File: src/rtl/mips_pkg.sv
// Shared MIPS definitions: opcodes, ALUOp width and the bundled control word
// produced by the control unit and carried down the pipeline.
package mips_pkg;

    localparam int ALUOP_W = 3;

    localparam logic [5:0] OP_RTYPE = 6'b000000;
    localparam logic [5:0] OP_ADDI  = 6'b001000;
    localparam logic [5:0] OP_ORI   = 6'b001101;
    localparam logic [5:0] OP_ANDI  = 6'b001100;
    localparam logic [5:0] OP_SLTI  = 6'b001010;
    localparam logic [5:0] OP_LW    = 6'b100011;
    localparam logic [5:0] OP_SW    = 6'b101011;
    localparam logic [5:0] OP_BEQ   = 6'b000100;
    localparam logic [5:0] OP_BNE   = 6'b000101;
    localparam logic [5:0] OP_BGTZ  = 6'b000111;

    typedef struct packed {
        logic               reg_dst;
        logic               branch;
        logic               mem_read;
        logic               mem_to_reg;
        logic [ALUOP_W-1:0] alu_op;
        logic               mem_write;
        logic               alu_src;
        logic               reg_write;
    } ctrl_t;

    localparam ctrl_t CTRL_BUBBLE = '0;

endpackage

File: src/rtl/deteccion_riesgos.sv
// Load-use hazard comparator: the load sitting in EX writes a register that the
// instruction in ID is about to read. Purely combinational.
module deteccion_riesgos #(
    parameter int REG_W = 5
) (
    input  logic             ex_valid_i,
    input  logic             ex_mem_read_i,
    input  logic [REG_W-1:0] ex_rt_i,
    input  logic             id_valid_i,
    input  logic             id_uses_rt_i,
    input  logic [REG_W-1:0] id_rs_i,
    input  logic [REG_W-1:0] id_rt_i,
    output logic             load_use_o
);

    logic rs_match;
    logic rt_match;

    assign rs_match = (ex_rt_i == id_rs_i);
    assign rt_match = id_uses_rt_i & (ex_rt_i == id_rt_i);

    // $0 is hardwired to zero, so a load targeting it can never create a dependency.
    assign load_use_o = ex_valid_i & ex_mem_read_i & (ex_rt_i != '0) & id_valid_i
                      & (rs_match | rt_match);

endmodule

File: src/rtl/registro_id_ex.sv
// ID/EX pipeline register with load-use bubble insertion, downstream hold and flush.
// Optional bubble counter enabled by defining ID_EX_PERF_CNT_EN.
module registro_id_ex #(
    parameter int DATA_W  = 32,
    parameter int REG_W   = 5,
    parameter int ALUOP_W = mips_pkg::ALUOP_W
) (
    input  logic               clk,
    input  logic               rst_n,
    input  logic               id_valid,
    input  logic               id_RegDst,
    input  logic               id_Branch,
    input  logic               id_MemRead,
    input  logic               id_MemToReg,
    input  logic [ALUOP_W-1:0] id_ALUOp,
    input  logic               id_MemWrite,
    input  logic               id_ALUSrc,
    input  logic               id_RegWrite,
    input  logic               id_UsesRt,
    input  logic [DATA_W-1:0]  id_Pc4,
    input  logic [DATA_W-1:0]  id_Rd1,
    input  logic [DATA_W-1:0]  id_Rd2,
    input  logic [DATA_W-1:0]  id_Imm,
    input  logic [REG_W-1:0]   id_Rs,
    input  logic [REG_W-1:0]   id_Rt,
    input  logic [REG_W-1:0]   id_Rd,
    input  logic [5:0]         id_Funct,
    input  logic               flush,
    input  logic               ext_stall,
    output logic               stall_out,
    output logic               ex_valid,
    output logic               ex_RegDst,
    output logic               ex_Branch,
    output logic               ex_MemRead,
    output logic               ex_MemToReg,
    output logic [ALUOP_W-1:0] ex_ALUOp,
    output logic               ex_MemWrite,
    output logic               ex_ALUSrc,
    output logic               ex_RegWrite,
    output logic [DATA_W-1:0]  ex_Pc4,
    output logic [DATA_W-1:0]  ex_Rd1,
    output logic [DATA_W-1:0]  ex_Rd2,
    output logic [DATA_W-1:0]  ex_Imm,
    output logic [REG_W-1:0]   ex_Rs,
    output logic [REG_W-1:0]   ex_Rt,
    output logic [REG_W-1:0]   ex_Rd,
    output logic [5:0]         ex_Funct
`ifdef ID_EX_PERF_CNT_EN
    ,
    output logic [31:0]        bubble_cnt
`endif
);

    import mips_pkg::*;

    ctrl_t              id_ctrl;
    ctrl_t              ctrl_q, ctrl_d;
    logic               valid_q, valid_d;
    logic [DATA_W-1:0]  pc4_q, pc4_d;
    logic [DATA_W-1:0]  rd1_q, rd1_d;
    logic [DATA_W-1:0]  rd2_q, rd2_d;
    logic [DATA_W-1:0]  imm_q, imm_d;
    logic [REG_W-1:0]   rs_q, rs_d;
    logic [REG_W-1:0]   rt_q, rt_d;
    logic [REG_W-1:0]   rd_q, rd_d;
    logic [5:0]         funct_q, funct_d;
    logic               load_use;
    logic               insert_bubble;

    assign id_ctrl = '{
        reg_dst:    id_RegDst,
        branch:     id_Branch,
        mem_read:   id_MemRead,
        mem_to_reg: id_MemToReg,
        alu_op:     id_ALUOp,
        mem_write:  id_MemWrite,
        alu_src:    id_ALUSrc,
        reg_write:  id_RegWrite
    };

    deteccion_riesgos #(
        .REG_W (REG_W)
    ) u_deteccion_riesgos (
        .ex_valid_i    (valid_q),
        .ex_mem_read_i (ctrl_q.mem_read),
        .ex_rt_i       (rt_q),
        .id_valid_i    (id_valid),
        .id_uses_rt_i  (id_UsesRt),
        .id_rs_i       (id_Rs),
        .id_rt_i       (id_Rt),
        .load_use_o    (load_use)
    );

    // A flush overrides the stall: the dependent instruction is being killed anyway.
    assign stall_out     = ext_stall | (load_use & ~flush);
    assign insert_bubble = flush | load_use | ~id_valid;

    always_comb begin
        // NOTE: every _d gets its hold value first so no path leaves it unassigned (no latch).
        valid_d = valid_q;
        ctrl_d  = ctrl_q;
        pc4_d   = pc4_q;
        rd1_d   = rd1_q;
        rd2_d   = rd2_q;
        imm_d   = imm_q;
        rs_d    = rs_q;
        rt_d    = rt_q;
        rd_d    = rd_q;
        funct_d = funct_q;
        if (!ext_stall) begin
            pc4_d   = id_Pc4;
            rd1_d   = id_Rd1;
            rd2_d   = id_Rd2;
            imm_d   = id_Imm;
            rs_d    = id_Rs;
            rt_d    = id_Rt;
            rd_d    = id_Rd;
            funct_d = id_Funct;
            if (insert_bubble) begin
                valid_d = 1'b0;
                ctrl_d  = CTRL_BUBBLE;
            end else begin
                valid_d = 1'b1;
                ctrl_d  = id_ctrl;
            end
        end
    end

    // NOTE: sequential state uses non-blocking assignments; data fields are reset too so every ex_* output reads 0 in reset.
    always_ff @(posedge clk or negedge rst_n) begin
        if (!rst_n) begin
            valid_q <= 1'b0;
            ctrl_q  <= CTRL_BUBBLE;
            pc4_q   <= '0;
            rd1_q   <= '0;
            rd2_q   <= '0;
            imm_q   <= '0;
            rs_q    <= '0;
            rt_q    <= '0;
            rd_q    <= '0;
            funct_q <= '0;
        end else begin
            valid_q <= valid_d;
            ctrl_q  <= ctrl_d;
            pc4_q   <= pc4_d;
            rd1_q   <= rd1_d;
            rd2_q   <= rd2_d;
            imm_q   <= imm_d;
            rs_q    <= rs_d;
            rt_q    <= rt_d;
            rd_q    <= rd_d;
            funct_q <= funct_d;
        end
    end

`ifdef ID_EX_PERF_CNT_EN
    logic [31:0] cnt_q, cnt_d;

    // Only hazard bubbles are counted; flush bubbles are a branch cost, not a load-use cost.
    always_comb begin
        cnt_d = cnt_q;
        if (!ext_stall && !flush && load_use) begin
            cnt_d = cnt_q + 32'd1;
        end
    end

    always_ff @(posedge clk or negedge rst_n) begin
        if (!rst_n) begin
            cnt_q <= '0;
        end else begin
            cnt_q <= cnt_d;
        end
    end

    assign bubble_cnt = cnt_q;
`endif

    assign ex_valid    = valid_q;
    assign ex_RegDst   = ctrl_q.reg_dst;
    assign ex_Branch   = ctrl_q.branch;
    assign ex_MemRead  = ctrl_q.mem_read;
    assign ex_MemToReg = ctrl_q.mem_to_reg;
    assign ex_ALUOp    = ctrl_q.alu_op;
    assign ex_MemWrite = ctrl_q.mem_write;
    assign ex_ALUSrc   = ctrl_q.alu_src;
    assign ex_RegWrite = ctrl_q.reg_write;
    assign ex_Pc4      = pc4_q;
    assign ex_Rd1      = rd1_q;
    assign ex_Rd2      = rd2_q;
    assign ex_Imm      = imm_q;
    assign ex_Rs       = rs_q;
    assign ex_Rt       = rt_q;
    assign ex_Rd       = rd_q;
    assign ex_Funct    = funct_q;

endmodule

File: config.mk
export PLATFORM = sky130hd
export DESIGN_NAME = registro_id_ex
export DESIGN_NICKNAME = d
export VERILOG_FILES = /design/src/rtl/mips_pkg.sv /design/src/rtl/deteccion_riesgos.sv /design/src/rtl/registro_id_ex.sv
export SDC_FILE = /design/constraint.sdc
export NUM_CORES = 1
export LEC_CHECK = 0
export CAP_MARGIN = 25
export CORE_MARGIN = 5
export CORE_UTILIZATION = 40
export DETAILED_ROUTE_END_ITERATION = 8
export PLACE_DENSITY = 0.8
export SETUP_SLACK_MARGIN = 0.02
export SYNTH_ARGS = -nofsm -noshare
export SYNTH_HDL_FRONTEND = slang
export SYNTH_HIERARCHICAL = 1
export SYNTH_SLANG_ARGS = --single-unit
File: constraint.sdc
create_clock -name clk -period 1.92 [get_ports clk]
set_input_delay 0.288 -clock clk [delete_from_list [all_inputs] [get_ports clk]]
set_output_delay 0.288 -clock clk [all_outputs]
set_load 0.005 [all_outputs]
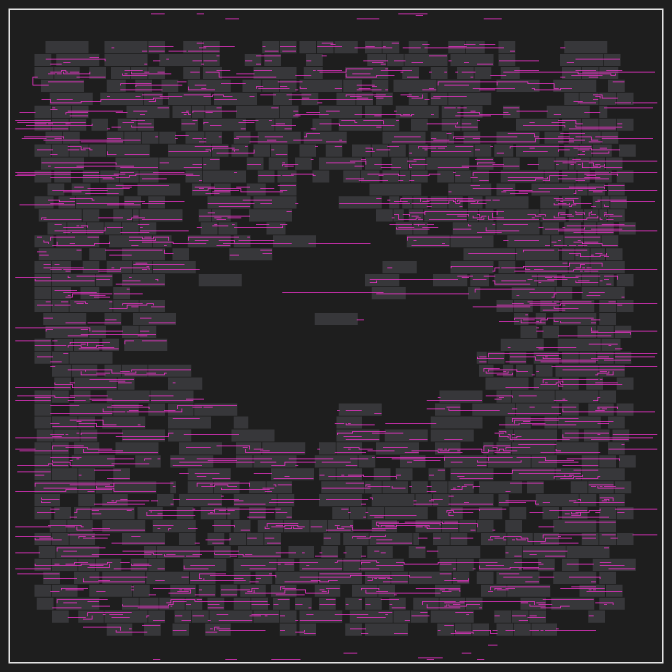
Figure 1: M1 wires.
Cells faint in the background.
share of all routed wire	35%
wire length on this layer	6550 microns
nets with wire on the layer	757
longest straight run	35.4 microns
main direction	horizontal

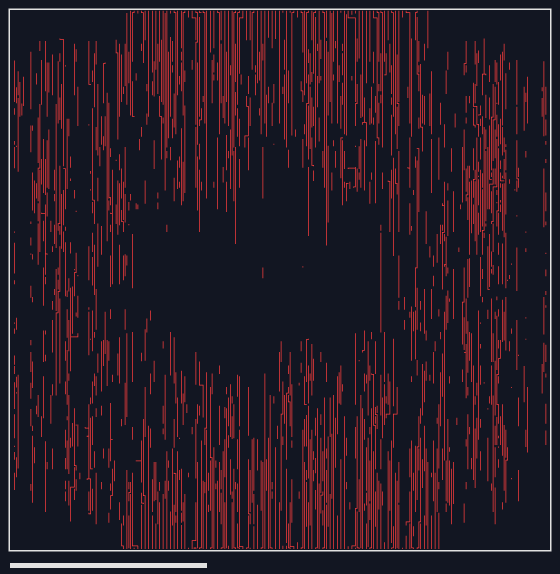
Figure 2: the metal 2 layer.
Bar = 50 microns.
longest straight run	51.7 microns
nets with wire on the layer	830
main direction	vertical
share of all routed wire	54%

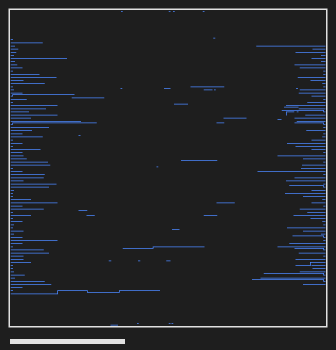
Figure 3: M3 wires.
Bar = 50 microns.
main direction	horizontal
wire length on this layer	1630 microns
nets with wire on the layer	173
share of all routed wire	8.8%
longest straight run	36.3 microns

==> results_dict.tcl <==
# place-and-route summary
set metrics [dict create \
    clkbuf_count 23 \
    sequentialPower_w 0.00390 \
    met1_length_microns 6550 \
    detailed_route_wire_length_per_cell_microns 19.8 \
    worst_setup_hold_path_clk_slew_ns 0.07 \
    buffers_excl_clock 342 \
    grt.busiest_layer "met2" \
    clk_network_pwr_share 0.374 \
    path_depth 5 \
    internal_power_w 0.00711 \
    setup_tns_ns -0.233 \
    avgSynthCellArea_sq_um 17.4 \
    top_logic_cell_by_instance_count_in_the_layout "sky130_fd_sc_hd__clkdlybuf4s50_1" \
    post_synth_inst_count 370 \
    synth.largest_area_cell "sky130_fd_sc_hd__dfrtp_1" \
    layout.cells.largest_class "registers" \
    tritoncts_num_sinks 160 \
    worst-path-buf-inv 1 \
    finalSetupViolations 2 \
    route.detailed.vias_per_inst 4.67 \
    synth_dominant_cell_count "sky130_fd_sc_hd__dfrtp_1" \
    ys_sh_simple 0.0153 \
    instances_no_fill 939 \
    globalplace.congestion 0.883 \
    worst_path_largest_cell_delay_ns 0.53 \
    final_cell_mix "sky130_fd_sc_hd__clkdlybuf4s50_1 (322), sky130_fd_sc_hd__dfrtp_1 (160), sky130_fd_sc_hd__mux2_4 (79)" \
    grt_use_met2 0.356 \
    design_power_total_w 0.00917 \
    tritoncts "built" \
    number_of_antenna_violations_at_the_first_check_in_global_routing 0 \
    fp_util 0.408 \
    pg_comb_w 0.00184 \
    share_seq_of_total_power 0.425 \
    hold_class "primary input to async pin" \
    power.largest_group "registers" \
    synth-area-yosys_sq_mm 0.00645 \
    cts_buf_count 17 \
    complex_gates_by_area 0.0169 \
    route.met2.wl_microns 9970 \
    timing.fmax_mhz 464 \
    timing_hold_violations_final 0 \
    timing.final.ws_setup_ns -0.233 \
    final.fill_count 1078 \
    top_routing_layer_in_use "met4" \
    drc_errors 0 \
    stage_log_warnings 28 \
    vias 4387 \
    worstMarginPinSlew_ns 0.572 \
    final.min_clock_period_ns 2.15 \
    timing.critical_path.from "ex_Rt[0]" \
    post_cts_hold_buffer_count 1 \
    power_density_mw_per_mm2 861 \
    status "finished with violations" \
    inverters 1 \
    drt_pre_antenna_iters 4 \
    critical_path.slowest_cell "sky130_fd_sc_hd__or4_4" \
    worst_ep_required_time_ns 1.63 \
    worstSetupStartpointType "flop" \
    failing_checks "negative setup slack" \
    ctsHtreeMaxLevel 4 \
    ioPinCount 326 \
    synth_cell_type_count 18 \
    synthTopCellsByCount "sky130_fd_sc_hd__dfrtp_1 (160), sky130_fd_sc_hd__mux2_4 (79), sky130_fd_sc_hd__mux2_2 (71)" \
    timing.critical_path.max_delay_family "simple AND/OR/NAND/NOR gates" \
    largest_net_degree_at_the_start_of_global_routing 84 \
    unrepaired_setup_endpoints_after_global_routing "yes" \
]
